**src/rtl/mux_arbiter_pkg.sv**
```systemverilog
// Shared definitions for the two-requester mux arbiter: state encoding and
// hold-counter sizing.
package mux_arbiter_pkg;

   localparam int unsigned HOLD_W = 4;

   typedef enum logic [1:0] {
      IDLE   = 2'b00,
      GRANT0 = 2'b01,
      GRANT1 = 2'b10
   } state_t;

   typedef logic [HOLD_W-1:0] hold_t;

   localparam hold_t HOLD_SAT = '1;

endpackage

```
**src/rtl/mux_arbiter_mux2.sv**
```systemverilog
// Combinational WIDTH-bit 2:1 mux; switch=1 selects i1.
module mux2 #(
   parameter int unsigned WIDTH = 8
) (
   output logic [WIDTH-1:0] out,
   input  logic [WIDTH-1:0] i0,
   input  logic [WIDTH-1:0] i1,
   input  logic             switch
);

   always_comb begin
      out = switch ? i1 : i0;
   end

endmodule

```
**src/rtl/mux_arbiter.sv**
```systemverilog
// Two-requester arbiter with bounded hold time, forwarding the granted
// requester's data through a registered 2:1 mux.
module mux_arbiter
   import mux_arbiter_pkg::*;
#(
   parameter int unsigned WIDTH    = 8,
   parameter int unsigned MAX_HOLD = 4
) (
   input  logic             clock,
   input  logic             reset,
   input  logic             req0,
   input  logic             req1,
   input  logic [WIDTH-1:0] data0,
   input  logic [WIDTH-1:0] data1,
   output logic             grant0,
   output logic             grant1,
   output logic             switch,
   output logic [WIDTH-1:0] out,
   output logic             out_valid
);

   localparam hold_t HOLD_LIMIT = hold_t'(MAX_HOLD - 1);

   state_t           state;
   state_t           state_nxt;
   hold_t            hold;
   logic             last;
   logic             turn_over;
   logic [WIDTH-1:0] mux_out;

   mux2 #(.WIDTH(WIDTH)) u_mux2 (
      .out    (mux_out),
      .i0     (data0),
      .i1     (data1),
      .switch (switch)
   );

   // >= rather than == so a requester arriving after a long solo hold
   // (counter already past the limit) is still turned over promptly.
   assign turn_over = (hold >= HOLD_LIMIT);

   always_ff @(posedge clock or negedge reset) begin
      if (!reset) begin
         state     <= IDLE;
         hold      <= '0;
         last      <= 1'b1;
         switch    <= 1'b0;
         out       <= '0;
         out_valid <= 1'b0;
      end else begin
         state     <= state_nxt;
         out_valid <= (state != IDLE);
         if (state != IDLE) begin
            out <= mux_out;
         end
         if (state_nxt != IDLE && state_nxt != state) begin
            hold   <= '0;
            last   <= (state_nxt == GRANT1);
            switch <= (state_nxt == GRANT1);
         end else if (state_nxt != IDLE && hold != HOLD_SAT) begin
            hold <= hold + 1'b1;
         end
      end
   end

   always_comb begin
      state_nxt = state;
      unique case (state)
         IDLE: begin
            if (req0 && req1) begin
               state_nxt = last ? GRANT0 : GRANT1;
            end else if (req0) begin
               state_nxt = GRANT0;
            end else if (req1) begin
               state_nxt = GRANT1;
            end
         end
         GRANT0: begin
            if (!req0) begin
               state_nxt = req1 ? GRANT1 : IDLE;
            end else if (req1 && turn_over) begin
               state_nxt = GRANT1;
            end
         end
         GRANT1: begin
            if (!req1) begin
               state_nxt = req0 ? GRANT0 : IDLE;
            end else if (req0 && turn_over) begin
               state_nxt = GRANT0;
            end
         end
         default: state_nxt = IDLE;
      endcase
   end

   always_comb begin
      grant0 = (state == GRANT0);
      grant1 = (state == GRANT1);
   end

endmodule

```
**config.mk**
```make
export PLATFORM = sky130hd
export DESIGN_NAME = mux_arbiter
export DESIGN_NICKNAME = d
export VERILOG_FILES = /design/src/rtl/mux_arbiter_pkg.sv /design/src/rtl/mux_arbiter_mux2.sv /design/src/rtl/mux_arbiter.sv
export SDC_FILE = /design/constraint.sdc
export NUM_CORES = 1
export LEC_CHECK = 0
export ABC_AREA = 1
export CELL_PAD_IN_SITES_DETAIL_PLACEMENT = 0
export CELL_PAD_IN_SITES_GLOBAL_PLACEMENT = 2
export CORE_UTILIZATION = 24
export DETAILED_ROUTE_END_ITERATION = 6
export PLACE_DENSITY = 0.75
export SYNTH_ARGS = -nofsm -noshare
export SYNTH_HDL_FRONTEND = slang
export SYNTH_SLANG_ARGS = --single-unit
```
**constraint.sdc**
```tcl
create_clock -name clock -period 1.6 [get_ports clock]
set_input_delay 0.48 -clock clock [delete_from_list [all_inputs] [get_ports clock]]
set_output_delay 0.48 -clock clock [all_outputs]
set_load 0.1 [all_outputs]
```
==> results.py <==
# Physical implementation metrics
metrics = {
    "outcome": {
        "outcome": "complete, no violations",
    },
    "layout": {
        "layout_top_cell_excl_fill_tap": "sky130_fd_sc_hd__clkdlybuf4s50_1",
        "layout.cells.most_common_list": "sky130_fd_sc_hd__clkdlybuf4s50_1 (17), sky130_fd_sc_hd__nand2_1 (16), sky130_fd_sc_hd__a21oi_1 (16)",
        "nets": 185,
        "antenna_cells": 0,
    },
    "timing": {
        "rsz0062_at_grt": "true",
        "final.period_utilization": 0.978,
        "worstMarginPinSlew_ns": 0.310,
        "timing.final.setup_violations": 0,
        "timing.max_slew.rel_slack": 0.792,
    },
    "clock_network": {
        "cts.root.buffer_cell": "sky130_fd_sc_hd__clkbuf_8",
        "ctsHoldBuffers": 0,
    },
    "global_route": {
        "grt.total_usage": 0.125,
        "globalRouteOverflowTotal": 0,
    },
    "route": {
        "drt_iter0_drc": 16,
    },
    "setup_path": {
        "critical_path_sink_type": "flip-flop",
        "cp_num_buf_inv": 0,
        "crit_slowest_cell": "sky130_fd_sc_hd__dfrtp_1",
        "r2r_slack_ns": 0.04,
    },
    "place": {
        "post_dp_cell_area_mm2": 0.00148,
    },
    "floorplan": {
        "fp.dieArea_mm2": 0.00413,
        "design.portCount": 32,
        "fp.dieH_um": 64.3,
    },
    "run": {
        "warnings": 28,
        "cap_viol_max_count": 0,
    },
    "logic_synthesis": {
        "post-synth-top-area-cell": "sky130_fd_sc_hd__dfrtp_1",
        "floorplan.nets": 138,
        "yosys-top-cells-area": "sky130_fd_sc_hd__dfrtp_1 (43%), sky130_fd_sc_hd__a21oi_1 (9.1%), sky130_fd_sc_hd__nand2_1 (8.5%)",
    },
}
-- cells by family (layout without fill, tap and decap cells) --
group,Yosys count,count (layout),share of synthesized area
fa+ha+maj,1,1,0.0134
flops,17,17,0.458
simple gates,57,57,0.285
buf+inv,18,64,0.0806
compound gates,23,23,0.153
xor+xnor,1,1,0.00941
-- layer usage --
layer,share of wire,global-route usage
met1,0.44,0.149
met2,0.50,0.222
met3,0.061,0.0250
met4,0.0050,0.0417
met5,0,0
-- sequential cells by signal, summed over array words and instances (netlist names) --
signal / count
out: 8
hold: 4
state: 2
last: 1
out_valid: 1
switch: 1
-- timing repair --
| action | in CTS | in global routing |
|---|---|---|
| endpoints found under the setup margin | 5 | 14 |
| pin swaps | 3 | 12 |
| buffers inserted | 2 | 3 |
| resized | 10 | 15 |
-- cell type report --
| type | instances | area, µm² | area share |
|---|---|---|---|
| well taps | 48 | 60.1 | 0.0365 |
| clock buffers | 3 | 41.3 | 0.0251 |
| multi-input cells | 82 | 519 | 0.316 |
| flip-flops and latches | 17 | 430 | 0.262 |
| repair buffers | 44 | 526 | 0.319 |
| clock inverters | 1 | 5.00 | 0.00304 |
| inverters | 16 | 63.8 | 0.0388 |
-- worst paths after layout --
check                                     from                  end  cells past startpoint
setup / recovery           hold[1]$_DFFE_PN0P_  hold[1]$_DFFE_PN0P_                     10
hold / removal                           reset   switch$_DFFE_PN0P_                      2
setup reg to reg           hold[1]$_DFFE_PN0P_  hold[1]$_DFFE_PN0P_                     10
hold reg to reg            hold[3]$_DFFE_PN0P_  hold[3]$_DFFE_PN0P_                      2
max in group asynchronous                reset     last$_DFFE_PN1P_                      2
min in group clock         hold[3]$_DFFE_PN0P_  hold[3]$_DFFE_PN0P_                      2
-- Yosys cell counts, types with 2 or more instances --
| library cell | instances |
|---|---|
| sky130_fd_sc_hd__nand3_2 | 2 |
| sky130_fd_sc_hd__o21ai_0 | 2 |
| sky130_fd_sc_hd__dfrtp_1 | 16 |
| sky130_fd_sc_hd__clkinv_1 | 2 |
| sky130_fd_sc_hd__nand2_2 | 4 |
| sky130_fd_sc_hd__a21oi_1 | 17 |
| sky130_fd_sc_hd__nand3_1 | 11 |
| sky130_fd_sc_hd__nor2_2 | 3 |
| sky130_fd_sc_hd__inv_2 | 3 |
| sky130_fd_sc_hd__nor2_1 | 15 |
| sky130_fd_sc_hd__inv_1 | 11 |
| sky130_fd_sc_hd__nand2_1 | 21 |
-- metrics by stage --
stage          cells  utilization
2_1_floorplan    117            -
3_3_place_gp     202        0.402
3_5_place_dp     202        0.402
4_1_cts          208        0.425
5_1_grt          211        0.446
6_report         211        0.446
Figure 1. Sequential cells grouped by signal name.
Bar = 20 µm. Other sequential cells in the stronger gray, the rest of the logic in the fainter gray.
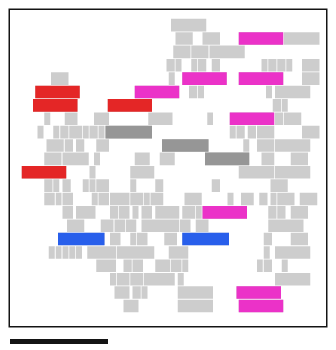
Key: `state` = blue [flops 2]; `hold` = red [flops 4]; `out` = magenta [flops 8]
Another 3 sequential cells are not colored.

Figure 2. Routing congestion map.
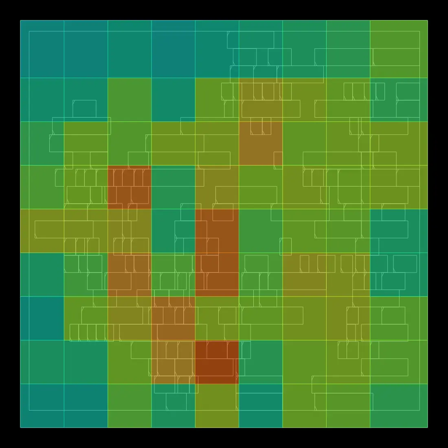
met3 Usage GRT: 0.0250
met1 track demand over resource in global routing: 0.149
busiest layer in global routing: met2
global-route track usage on met2: 0.222

